===== config.mk =====
export PLATFORM = sky130hd
export DESIGN_NAME = hsi_adjust_pipe
export DESIGN_NICKNAME = d
export VERILOG_FILES = /design/src/rtl/hsi_adjust_pipe.sv
export SDC_FILE = /design/constraint.sdc
export NUM_CORES = 1
export LEC_CHECK = 0
export CAP_MARGIN = 20
export CORE_AREA = 2 2 121 123
export DETAILED_ROUTE_END_ITERATION = 12
export DIE_AREA = 0 0 123 125
export HOLD_SLACK_MARGIN = 0.05
export PLACE_DENSITY = 0.92
export SKIP_LAST_GASP = 1
export SLEW_MARGIN = 20
export SYNTH_ARGS = -nofsm -noshare
export SYNTH_HDL_FRONTEND = slang
export SYNTH_SLANG_ARGS = --single-unit

===== constraint.sdc =====
create_clock -name iCLK -period 10.7 [get_ports iCLK]
set_input_delay 2.14 -clock iCLK [delete_from_list [all_inputs] [get_ports iCLK]]
set_output_delay 2.14 -clock iCLK [all_outputs]
set_load 0.05 [all_outputs]

===== src/rtl/hsi_adjust_pipe.sv =====
// hsi_adjust_pipe: per-pixel hue rotation and saturation/intensity contrast
// adjustment around mid-scale. Channel levels are captured at start of frame.
// Latency: 3 cycles, one pixel per clock sustained.
// Backpressure: none; iVALID=0 cycles travel down the pipe as bubbles.
//
// Optional feature macro: HSI_RAMP_EN
//   defined   - applied levels step one unit per SOF toward the captured target,
//               and oRAMP_BUSY reports any channel still ramping.
//   undefined - applied levels jump to the captured target at the SOF,
//               and oRAMP_BUSY is tied low.
//
// Ports:
//   iCLK, iRST_N               clock, asynchronous active-low reset
//   iVALID, iSOF               pixel valid, start of frame (qualified by iVALID)
//   iH, iS, iI                 input hue / saturation / intensity
//   iH_EN, iS_EN, iI_EN        per-channel adjustment enables
//   iH_LVL, iS_LVL, iI_LVL     requested levels, 4-bit two's complement
//   oVALID, oSOF               delayed valid / SOF, aligned with output pixel
//   oH, oS, oI                 adjusted pixel, held while oVALID=0
//   oRAMP_BUSY                 some applied level has not reached its target
module hsi_adjust_pipe #(
   parameter int H_W    = 9,
   parameter int SI_W   = 8,
   parameter int H_MAX  = 360,
   parameter int H_STEP = 5
) (
   input  logic            iCLK,
   input  logic            iRST_N,
   input  logic            iVALID,
   input  logic            iSOF,
   input  logic [H_W-1:0]  iH,
   input  logic [SI_W-1:0] iS,
   input  logic [SI_W-1:0] iI,
   input  logic            iH_EN,
   input  logic            iS_EN,
   input  logic            iI_EN,
   input  logic [3:0]      iH_LVL,
   input  logic [3:0]      iS_LVL,
   input  logic [3:0]      iI_LVL,
   output logic            oVALID,
   output logic            oSOF,
   output logic [H_W-1:0]  oH,
   output logic [SI_W-1:0] oS,
   output logic [SI_W-1:0] oI,
   output logic            oRAMP_BUSY
);

   // Hue sum range is roughly -7*H_STEP .. H_MAX-1+7*H_STEP, so two extra bits
   // (sign + headroom) suffice. Sat/int product (x-MID)*lvl is at most
   // 2^(SI_W-1)*7 in magnitude, covered by SI_W+5 signed bits.
   localparam int HS_W = H_W + 2;
   localparam int PW   = SI_W + 5;

   localparam logic [H_W:0]             H_MAX_U  = (H_W+1)'(H_MAX);
   localparam logic [H_W-1:0]           H_LAST   = H_W'(H_MAX - 1);
   localparam logic signed [HS_W-1:0]   H_MAX_S  = HS_W'(H_MAX);
   localparam logic signed [HS_W-1:0]   H_STEP_S = HS_W'(H_STEP);
   localparam logic signed [PW-1:0]     MID_S    = PW'(2 ** (SI_W - 1));
   localparam logic signed [PW-1:0]     SI_MAX_S = PW'(2 ** SI_W - 1);

   // ---------------------------------------------------------------------
   // Helper functions
   // ---------------------------------------------------------------------

   // Disabled channel targets zero; -8 is folded to -7 so the level range is
   // symmetric.
   function automatic logic signed [3:0] lvl_target(input logic en,
                                                    input logic [3:0] lvl);
      logic signed [3:0] t;
      if (!en)
         t = 4'sd0;
      else if (lvl == 4'b1000)
         t = -4'sd7;
      else
         t = $signed(lvl);
      return t;
   endfunction

`ifdef HSI_RAMP_EN
   // One unit toward the target, passing through zero like any integer.
   function automatic logic signed [3:0] lvl_step(input logic signed [3:0] cur,
                                                  input logic signed [3:0] tgt);
      logic signed [3:0] n;
      if (tgt > cur)
         n = cur + 4'sd1;
      else if (tgt < cur)
         n = cur - 4'sd1;
      else
         n = cur;
      return n;
   endfunction
`endif

   // floor(((x - MID) * lvl) / 8): arithmetic shift floors toward -inf.
   function automatic logic signed [PW-1:0] si_delta(input logic [SI_W-1:0] x,
                                                     input logic signed [3:0] lvl);
      logic signed [PW-1:0] dev;
      logic signed [PW-1:0] prod;
      dev  = $signed({5'b00000, x}) - MID_S;
      prod = dev * $signed({{(PW-4){lvl[3]}}, lvl});
      return prod >>> 3;
   endfunction

   // Level offset never exceeds one hue period, so a single correction in
   // either direction brings the sum back into 0..H_MAX-1.
   function automatic logic [H_W-1:0] hue_wrap(input logic signed [HS_W-1:0] v);
      logic [H_W-1:0] r;
      if (v[HS_W-1])
         r = H_W'(v + H_MAX_S);
      else if (v >= H_MAX_S)
         r = H_W'(v - H_MAX_S);
      else
         r = H_W'(v);
      return r;
   endfunction

   function automatic logic [SI_W-1:0] si_clamp(input logic [SI_W-1:0] x,
                                                input logic signed [PW-1:0] delta);
      logic signed [PW-1:0] sum;
      logic [SI_W-1:0]      r;
      sum = $signed({5'b00000, x}) + delta;
      if (sum[PW-1])
         r = '0;
      else if (sum > SI_MAX_S)
         r = '1;
      else
         r = sum[SI_W-1:0];
      return r;
   endfunction

   // ---------------------------------------------------------------------
   // Level control: capture at SOF, applied level used from the SOF pixel on
   // ---------------------------------------------------------------------
   logic              capture;
   logic signed [3:0] tgt_h_d, tgt_s_d, tgt_i_d;
   logic signed [3:0] appl_h_q, appl_s_q, appl_i_q;
   logic signed [3:0] appl_h_d, appl_s_d, appl_i_d;

   assign capture = iVALID & iSOF;

   always_comb begin
      tgt_h_d = lvl_target(iH_EN, iH_LVL);
      tgt_s_d = lvl_target(iS_EN, iS_LVL);
      tgt_i_d = lvl_target(iI_EN, iI_LVL);
   end

`ifdef HSI_RAMP_EN
   logic signed [3:0] tgt_h_q, tgt_s_q, tgt_i_q;

   always_comb begin
      appl_h_d = appl_h_q;
      appl_s_d = appl_s_q;
      appl_i_d = appl_i_q;
      if (capture) begin
         appl_h_d = lvl_step(appl_h_q, tgt_h_d);
         appl_s_d = lvl_step(appl_s_q, tgt_s_d);
         appl_i_d = lvl_step(appl_i_q, tgt_i_d);
      end
   end

   always_ff @(posedge iCLK or negedge iRST_N) begin
      if (!iRST_N) begin
         tgt_h_q <= '0;
         tgt_s_q <= '0;
         tgt_i_q <= '0;
      end else if (capture) begin
         tgt_h_q <= tgt_h_d;
         tgt_s_q <= tgt_s_d;
         tgt_i_q <= tgt_i_d;
      end
   end

   assign oRAMP_BUSY = (appl_h_q != tgt_h_q) || (appl_s_q != tgt_s_q) ||
                       (appl_i_q != tgt_i_q);
`else
   always_comb begin
      appl_h_d = appl_h_q;
      appl_s_d = appl_s_q;
      appl_i_d = appl_i_q;
      if (capture) begin
         appl_h_d = tgt_h_d;
         appl_s_d = tgt_s_d;
         appl_i_d = tgt_i_d;
      end
   end

   assign oRAMP_BUSY = 1'b0;
`endif

   always_ff @(posedge iCLK or negedge iRST_N) begin
      if (!iRST_N) begin
         appl_h_q <= '0;
         appl_s_q <= '0;
         appl_i_q <= '0;
      end else begin
         appl_h_q <= appl_h_d;
         appl_s_q <= appl_s_d;
         appl_i_q <= appl_i_d;
      end
   end

   // ---------------------------------------------------------------------
   // Stage 1: hue range clamp, bind the pixel to its applied levels
   // ---------------------------------------------------------------------
   logic              s1_vld_q, s1_sof_q;
   logic [H_W-1:0]    s1_h_q, s1_h_d;
   logic [SI_W-1:0]   s1_s_q, s1_i_q;
   logic signed [3:0] s1_lh_q, s1_ls_q, s1_li_q;

   assign s1_h_d = ({1'b0, iH} >= H_MAX_U) ? H_LAST : iH;

   always_ff @(posedge iCLK or negedge iRST_N) begin
      if (!iRST_N) begin
         s1_vld_q <= 1'b0;
         s1_sof_q <= 1'b0;
         s1_h_q   <= '0;
         s1_s_q   <= '0;
         s1_i_q   <= '0;
         s1_lh_q  <= '0;
         s1_ls_q  <= '0;
         s1_li_q  <= '0;
      end else begin
         s1_vld_q <= iVALID;
         s1_sof_q <= capture;
         if (iVALID) begin
            s1_h_q  <= s1_h_d;
            s1_s_q  <= iS;
            s1_i_q  <= iI;
            s1_lh_q <= appl_h_d;
            s1_ls_q <= appl_s_d;
            s1_li_q <= appl_i_d;
         end
      end
   end

   // ---------------------------------------------------------------------
   // Stage 2: raw hue sum, scaled sat/int deviation
   // ---------------------------------------------------------------------
   logic                   s2_vld_q, s2_sof_q;
   logic signed [HS_W-1:0] s2_hsum_q, s2_hsum_d;
   logic [SI_W-1:0]        s2_s_q, s2_i_q;
   logic signed [PW-1:0]   s2_sdel_q, s2_sdel_d;
   logic signed [PW-1:0]   s2_idel_q, s2_idel_d;

   always_comb begin
      s2_hsum_d = $signed({2'b00, s1_h_q}) +
                  $signed({{(HS_W-4){s1_lh_q[3]}}, s1_lh_q}) * H_STEP_S;
      s2_sdel_d = si_delta(s1_s_q, s1_ls_q);
      s2_idel_d = si_delta(s1_i_q, s1_li_q);
   end

   always_ff @(posedge iCLK or negedge iRST_N) begin
      if (!iRST_N) begin
         s2_vld_q  <= 1'b0;
         s2_sof_q  <= 1'b0;
         s2_hsum_q <= '0;
         s2_s_q    <= '0;
         s2_i_q    <= '0;
         s2_sdel_q <= '0;
         s2_idel_q <= '0;
      end else begin
         s2_vld_q <= s1_vld_q;
         s2_sof_q <= s1_sof_q;
         if (s1_vld_q) begin
            s2_hsum_q <= s2_hsum_d;
            s2_s_q    <= s1_s_q;
            s2_i_q    <= s1_i_q;
            s2_sdel_q <= s2_sdel_d;
            s2_idel_q <= s2_idel_d;
         end
      end
   end

   // ---------------------------------------------------------------------
   // Stage 3: hue wrap, sat/int clamp; output data holds across bubbles
   // ---------------------------------------------------------------------
   logic            ovld_q, osof_q;
   logic [H_W-1:0]  oh_q, oh_d;
   logic [SI_W-1:0] os_q, os_d, oi_q, oi_d;

   always_comb begin
      oh_d = hue_wrap(s2_hsum_q);
      os_d = si_clamp(s2_s_q, s2_sdel_q);
      oi_d = si_clamp(s2_i_q, s2_idel_q);
   end

   always_ff @(posedge iCLK or negedge iRST_N) begin
      if (!iRST_N) begin
         ovld_q <= 1'b0;
         osof_q <= 1'b0;
         oh_q   <= '0;
         os_q   <= '0;
         oi_q   <= '0;
      end else begin
         ovld_q <= s2_vld_q;
         osof_q <= s2_sof_q;
         if (s2_vld_q) begin
            oh_q <= oh_d;
            os_q <= os_d;
            oi_q <= oi_d;
         end
      end
   end

   assign oVALID = ovld_q;
   assign oSOF   = osof_q;
   assign oH     = oh_q;
   assign oS     = os_q;
   assign oI     = oi_q;

endmodule


==> impl_metrics.xml <==
<?xml version="1.0" encoding="UTF-8"?>
<metrics>
  <group name="clock_network">
    <metric name="post_cts_resized" unit="">0</metric>
    <metric name="worstSkewPairLatency" unit="ps">430</metric>
  </group>
  <group name="power">
    <metric name="swShare" unit="%">40.9</metric>
    <metric name="share_of_total_power_in_combinational_logic" unit="%">48.1</metric>
    <metric name="total_leakage_power" unit="nW">4.75</metric>
    <metric name="clkPwrFrac" unit="%">23.4</metric>
    <metric name="seq_cell_power" unit="uW">737</metric>
  </group>
  <group name="floorplan">
    <metric name="core_util_floorplan" unit="%">61.7</metric>
    <metric name="core-area" unit="um^2">14200</metric>
    <metric name="die_area" unit="um^2">15400</metric>
  </group>
  <group name="timing">
    <metric name="rsz_0062_raised_after_global_routing" unit="">no</metric>
    <metric name="max_freq" unit="MHz">239</metric>
    <metric name="worst_slew_margin_rel" unit="%">32.7</metric>
    <metric name="final_critical_path_setup_slack" unit="ps">6510</metric>
    <metric name="slew_violations" unit="">0</metric>
    <metric name="fin_tns_setup" unit="ps">0</metric>
  </group>
  <group name="cells_and_area">
    <metric name="instances_no_fill" unit="">1152</metric>
    <metric name="final_common_cell" unit="">sky130_fd_sc_hd__dfrtp_1</metric>
  </group>
  <group name="worst_setup_path">
    <metric name="endpoint_arrival_time_on_the_critical_path" unit="ps">4540</metric>
    <metric name="reg2reg_setup_slack" unit="ps">6510</metric>
    <metric name="critical_path_launch_point_type" unit="">flip-flop</metric>
    <metric name="setup.worst_path.start" unit="">s1_i_q[0]$_DFFE_PN0P_</metric>
    <metric name="crit-reg2reg-launch" unit="">s1_i_q[0]$_DFFE_PN0P_</metric>
    <metric name="cp_slowest_cell" unit="">sky130_fd_sc_hd__fa_1</metric>
    <metric name="worst_endpoint_required_time" unit="ps">11060</metric>
    <metric name="critical_path_cell_count" unit="">14</metric>
    <metric name="worstPathMaxFanout" unit="">5</metric>
    <metric name="path_common_cell" unit="">sky130_fd_sc_hd__fa_1</metric>
    <metric name="worst-path-buf-inv" unit="">2</metric>
  </group>
  <group name="worst_hold_path">
    <metric name="holdPathEnd" unit="">s2_sof_q$_DFF_PN0_</metric>
    <metric name="worst_hold_path.num_cells" unit="">0</metric>
  </group>
  <group name="synthesis">
    <metric name="synth-edff-count" unit="">0</metric>
    <metric name="top_cell_area_share" unit="%">36.3</metric>
    <metric name="synth_xor_xnor_area_share" unit="%">2.10</metric>
    <metric name="synth.area.mux_share" unit="%">6.74</metric>
    <metric name="simple_gate_fraction_of_synth_area" unit="%">15.3</metric>
    <metric name="synth_flop_count" unit="">127</metric>
    <metric name="synthesis.instances" unit="">894</metric>
    <metric name="and_or_or_and_share_of_the_synthesized_area" unit="%">14.5</metric>
    <metric name="asyncSetResetFlopFracSynth" unit="%">100</metric>
    <metric name="dominantRegCellSynth" unit="">sky130_fd_sc_hd__dfrtp_1</metric>
  </group>
  <group name="routing">
    <metric name="vias" unit="">7010</metric>
    <metric name="vias_per_cell" unit="">6.09</metric>
  </group>
  <group name="placement">
    <metric name="place.detailed.hpwl" unit="mm">13.9</metric>
  </group>
  <group name="global_routing">
    <metric name="grt_usage" unit="%">27.4</metric>
    <metric name="grt_first_pass_wirelength" unit="mm">33.3</metric>
  </group>
  <group name="outcome">
    <metric name="status" unit="">finished, final reports clean</metric>
  </group>
  <group name="run">
    <metric name="max_cap_violations" unit="">0</metric>
  </group>
</metrics>
==> metal layers <==
metal | routed length, um | global-route usage, % | vias to the layer above | part of all wire, %
met5 | 0 | 0 | - | 0
met4 | 479 | 10.3 | 0 | 2.4
met3 | 1270 | 5.20 | 42 | 6.4
met2 | 9700 | 43.8 | 275 | 49
met1 | 8500 | 37.4 | 3439 | 43
li1 | - | - | 3254 | -
==> sequential cells by signal, summed over array words and instances, names as in the netlist, 8 cells and up <==
signal     count
s2_sdel_q     10
oH             9
s1_i_q         8
s2_idel_q     10
oI             8
oS             8
s2_i_q         8
s1_s_q         8
s2_s_q         8
s1_h_q         9
s2_hsum_q     11
==> synthesized netlist by cell type, drive strengths merged (3+ instances only) <==
| library cell | n |
|---|---|
| inv | 74 |
| dfrtp | 127 |
| a31oi | 21 |
| nor3b | 3 |
| nand3b | 3 |
| o41ai | 3 |
| o211ai | 11 |
| nand3 | 22 |
| nor2 | 76 |
| a21o | 13 |
| and3 | 6 |
| xnor2 | 14 |
| nor2b | 14 |
| nand2 | 84 |
| nand4 | 4 |
| nand2b | 7 |
| a211oi | 4 |
| ha | 77 |
| nor3 | 11 |
| buf | 5 |
| mux2 | 48 |
| and2 | 28 |
| fa | 41 |
| or3 | 5 |
| a211o | 3 |
| o21bai | 3 |
| nor4b | 3 |
| o21a | 13 |
| mux2i | 5 |
| o22ai | 4 |
| clkbuf | 26 |
| a21boi | 3 |
| a21oi | 40 |
| o31ai | 9 |
| xor2 | 7 |
| o221ai | 5 |
| o21ai | 36 |
| a31o | 4 |
==> layout make-up <==
type / instances / area (um^2)
sequential: 127 / 3180
clock inverter: 11 / 164
multi-input combinational: 660 / 5170
inverter: 76 / 285
fill: 922 / 4010
timing repair buffer: 73 / 716
tap: 184 / 230
clock buffer: 21 / 450
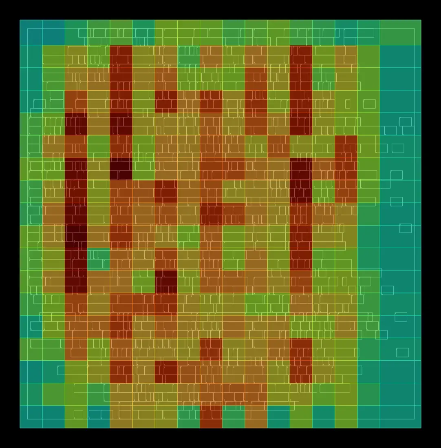
**Above:** routing congestion map.
final core utilization: 71.8%
grt peak-use layer: met2
met1 track demand over resource in global routing: 37.4%

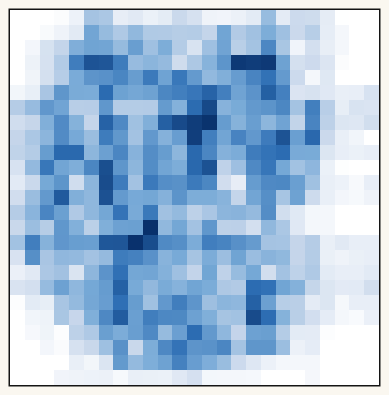
**Above:** wire density map.
Drawn at 3 px/um. 25 x 25 tiles, from white (low) to dark blue (high), scaled to the fullest tile. Values are wire area over tile area, all layers added.
The fullest tile reaches 0.57. The mean over all tiles is 0.21. 10% of the tiles are nearly empty. The emptiest ninth of the die: bottom right. 33% of the tiles are over half the peak.

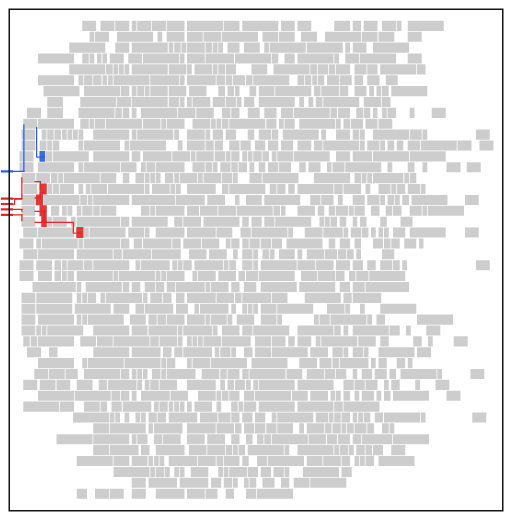
**Above:** wires at chosen ports, followed through buffers.
Drawn at 4 px/um.
Key: iS_LVL = red [direction input, edge left, end cells 5, wire 47.2 um]; iSOF = blue [direction input, edge left, end cells 1, wire 24.4 um]
Port Buffer Count: 70
number of I/O pins: 72

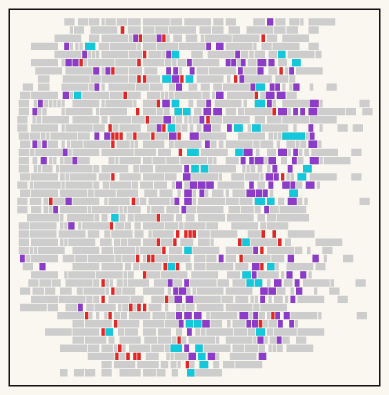
**Above:** logic cells by family.
Drawn at 3 px/um.
Key: AND-OR and OR-AND gates = cyan [cells 42]; inverters = red [cells 76]; inverting AOI/OAI gates = purple [cells 148]

Power figures rest on the tool's default switching activity, not on a simulated workload.
